$ cat src/rtl/iomem_initiator.sv
// iomem_initiator: single-outstanding iomem bus master with timeout watchdog.
module iomem_initiator #(
    parameter int          TIMEOUT_CYCLES = 64,
    parameter logic [31:0] ERR_RDATA      = 32'hDEAD_BEEF
) (
    input  logic        clk_i,
    input  logic        rst_i,
    input  logic        cmd_valid_i,
    output logic        cmd_ready_o,
    input  logic [31:0] cmd_addr_i,
    input  logic [31:0] cmd_wdata_i,
    input  logic [3:0]  cmd_wstrb_i,
    output logic        rsp_valid_o,
    input  logic        rsp_ready_i,
    output logic [31:0] rsp_rdata_o,
    output logic        rsp_err_o,
    output logic        iomem_valid_o,
    input  logic        iomem_ready_i,
    output logic [3:0]  iomem_wstrb_o,
    output logic [31:0] iomem_addr_o,
    output logic [31:0] iomem_wdata_o,
    input  logic [31:0] iomem_rdata_i,
    output logic        busy_o
);
    localparam int CW = $clog2(TIMEOUT_CYCLES) + 1;

    typedef enum logic [1:0] {IDLE, REQ, RSP} state_t;

    state_t        state, state_nx;
    logic [CW-1:0] cnt;
    logic          live;
    logic          accept;
    logic          timeout;

    // live keeps cmd_ready_o low while in reset and rises on the first clock after release
    assign cmd_ready_o   = live && state == IDLE;
    assign iomem_valid_o = state == REQ;
    assign rsp_valid_o   = state == RSP;
    assign busy_o        = state != IDLE;
    assign accept        = cmd_valid_i && cmd_ready_o;
    assign timeout       = cnt == CW'(TIMEOUT_CYCLES - 1);

    always_ff @(posedge clk_i or posedge rst_i) begin
        if (rst_i) state <= IDLE;
        else       state <= state_nx;
    end

    always_comb begin
        state_nx = state;
        unique case (state)
            IDLE:    state_nx = accept ? REQ : IDLE;
            REQ:     state_nx = (iomem_ready_i || timeout) ? RSP : REQ;
            RSP:     state_nx = rsp_ready_i ? IDLE : RSP;
            default: state_nx = IDLE;
        endcase
    end

    always_ff @(posedge clk_i or posedge rst_i) begin
        if (rst_i) begin
            live          <= 1'b0;
            cnt           <= '0;
            iomem_addr_o  <= '0;
            iomem_wdata_o <= '0;
            iomem_wstrb_o <= '0;
            rsp_rdata_o   <= '0;
            rsp_err_o     <= 1'b0;
        end else begin
            live <= 1'b1;
            if (accept) begin
                iomem_addr_o  <= cmd_addr_i;
                iomem_wdata_o <= cmd_wdata_i;
                iomem_wstrb_o <= cmd_wstrb_i;
                cnt           <= '0;
            end
            // ready is tested before timeout so a late completion still succeeds
            if (state == REQ) begin
                if (iomem_ready_i) begin
                    rsp_rdata_o <= iomem_rdata_i;
                    rsp_err_o   <= 1'b0;
                end else if (timeout) begin
                    rsp_rdata_o <= ERR_RDATA;
                    rsp_err_o   <= 1'b1;
                end else if (cnt != '1) begin
                    cnt <= cnt + CW'(1);
                end
            end
        end
    end
endmodule
$ cat config.mk
export PLATFORM = sky130hd
export DESIGN_NAME = iomem_initiator
export DESIGN_NICKNAME = d
export VERILOG_FILES = /design/src/rtl/iomem_initiator.sv
export SDC_FILE = /design/constraint.sdc
export NUM_CORES = 1
export LEC_CHECK = 0
export CAP_MARGIN = 10
export CORE_UTILIZATION = 43
export CTS_CLUSTER_SIZE = 12
export DETAILED_ROUTE_END_ITERATION = 8
export HOLD_SLACK_MARGIN = 0.05
export PLACE_DENSITY = 0.85
export SYNTH_ARGS = -nofsm -noshare
export SYNTH_HDL_FRONTEND = slang
export SYNTH_SLANG_ARGS = --single-unit
$ cat constraint.sdc
create_clock -name clk_i -period 8.8 [get_ports clk_i]
set_input_delay 1.32 -clock clk_i [delete_from_list [all_inputs] [get_ports clk_i]]
set_output_delay 1.32 -clock clk_i [all_outputs]
set_load 0.1 [all_outputs]
==> summary.txt <==
The run has ended; figures from its reports follow.

The first-pass iteration count of the detailed router came out at 6. The run reported a max-capacitance violation count of 0. Among all cell types in the netlist, the one instantiated most often is dfrtp_1. The most common logic cells in the final layout are clkdlybuf4s50_1 (209), dfrtp_1 (111), mux2_2 (68).

The post-synthesis cell count from yosys is 273. The via count of the first global-routing pass came out at 3,185. The total negative slack for setup checks came out at 0 ns. Cells with a size suffix above 1 make up 18.97% of the layout. The timing report shows that the slowest cell on the worst path is clkdlybuf4s50_1. The net count after synthesis is about 380. The number of hold buffers added after CTS is 0. The depth of the worst register-to-register path is 3.

In the per-layer breakdown of the detailed-route log, met1 shows 3.938 mm. The beginning of the critical path is state[1]. The final critical-path setup slack came out at 5.154 ns.

The tree is rooted in a clkbuf_8. The warning total across the stage logs is 26. The worst register-to-register path ends at rsp_rdata_o[3].

The launching element type of the critical path is a flop. The maximum achievable frequency is 274.3 MHz.

The number of cells produced by synthesis came out at ~270. Along the worst hold path, the cell count comes to 1. The initial cell density of the core is 44.16%. Once the clock tree was built, the resizer swapped 0 gates to a different size. Per the layout report, the design carries 695 filler cells. The count of state elements after synthesis is 111. According to the floorplan report, the die width is ~100 um. Setup repair after global routing left no endpoint under its margin. The fraction of synthesized cell area in xor and xnor cells came out at 0%. The row count came out at 36. By area the synthesized netlist is led by dfrtp_1 (65%), mux2_2 (18%), o22a_1 (4.9%).

The post-synthesis share of cell area spent on and, or, nand and nor gates is between 4 and 5%. Clock-pin slew was measured on the worst setup and hold paths at 0.11 ns. The run finished with clean final reports. For hold timing, the worst endpoint is cnt[6].

The hold violation count in the final report is 0. The sum of net half-perimeters after detailed placement is 7.404 mm. The final-layout worst hold slack is approximately 0.5 ns. For reference, the top cells by count after synthesis are dfrtp_1 (111), mux2_2 (68), o22a_1 (24), a22o_1 (9), buf_2 (6).

The time the final worst path needs with I/O delays and setup came out at about 3.6 ns. The violation tally from detailed-route iteration zero is 78.
[state kept, by name (all words and copies together) (netlist names)]
name / cells
cnt: 7
iomem_addr_o: 32
iomem_wdata_o: 32
iomem_wstrb_o: 4
live: 1
rsp_err_o: 1
rsp_rdata_o: 32
state: 2
[area by class of cell]
type / count / area, sq um / share of cell area, %
clock buffer: 9 / 123.9 / 1.854
clock inverter: 7 / 86.33 / 1.292
inverter: 4 / 17.52 / 0.2622
multi-input combinational: 143 / 1403 / 20.99
sequential: 111 / 2778 / 41.57
tap: 133 / 166.4 / 2.491
timing repair buffer: 211 / 2107 / 31.54
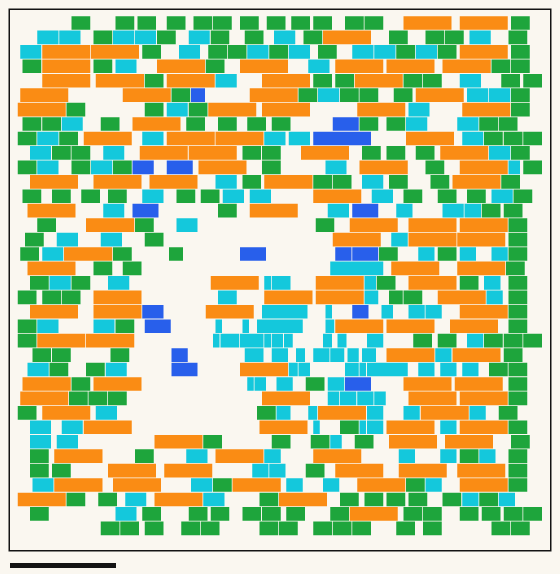
(placed cells, one colour a class)
The bar under the picture is 20 um long.
colour	class	cells	share of their area
cyan	all other logic	147	22%
blue	clock drivers and dummy loads	16	3.2%
orange	flip-flops	111	43%
green	other buffers and delay cells	211	32%
Layout Utilization: 68.99%
core area: 0.009684 sq mm
sequential share of cell area: 41.57%

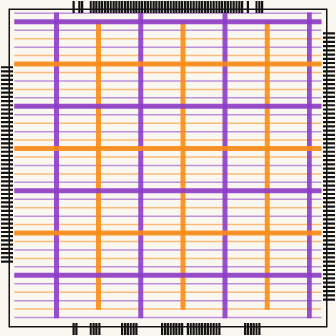
(power grid)
Pins as bars on the die edge.
colour	net
orange	VDD
purple	VSS
met4 straps	7
met1 rails	37

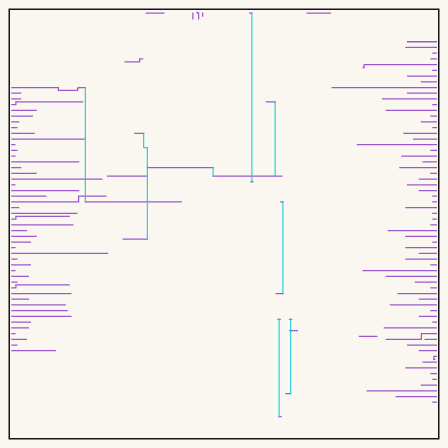
(wiring by layer)
Two of the layers only.
colour	layer	wire length
purple	met3	842 um
cyan	met4	176 um
via count of the routed design: 3,079
global router's overall resource usage: 19.68%

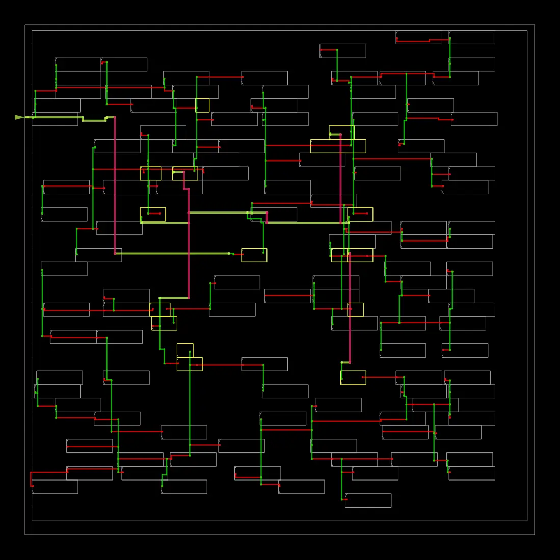
(the clock network)
clock latency on the worst-skew pair: 0.37 ns
clock buf count: 9
Num CTS Buffers: 9

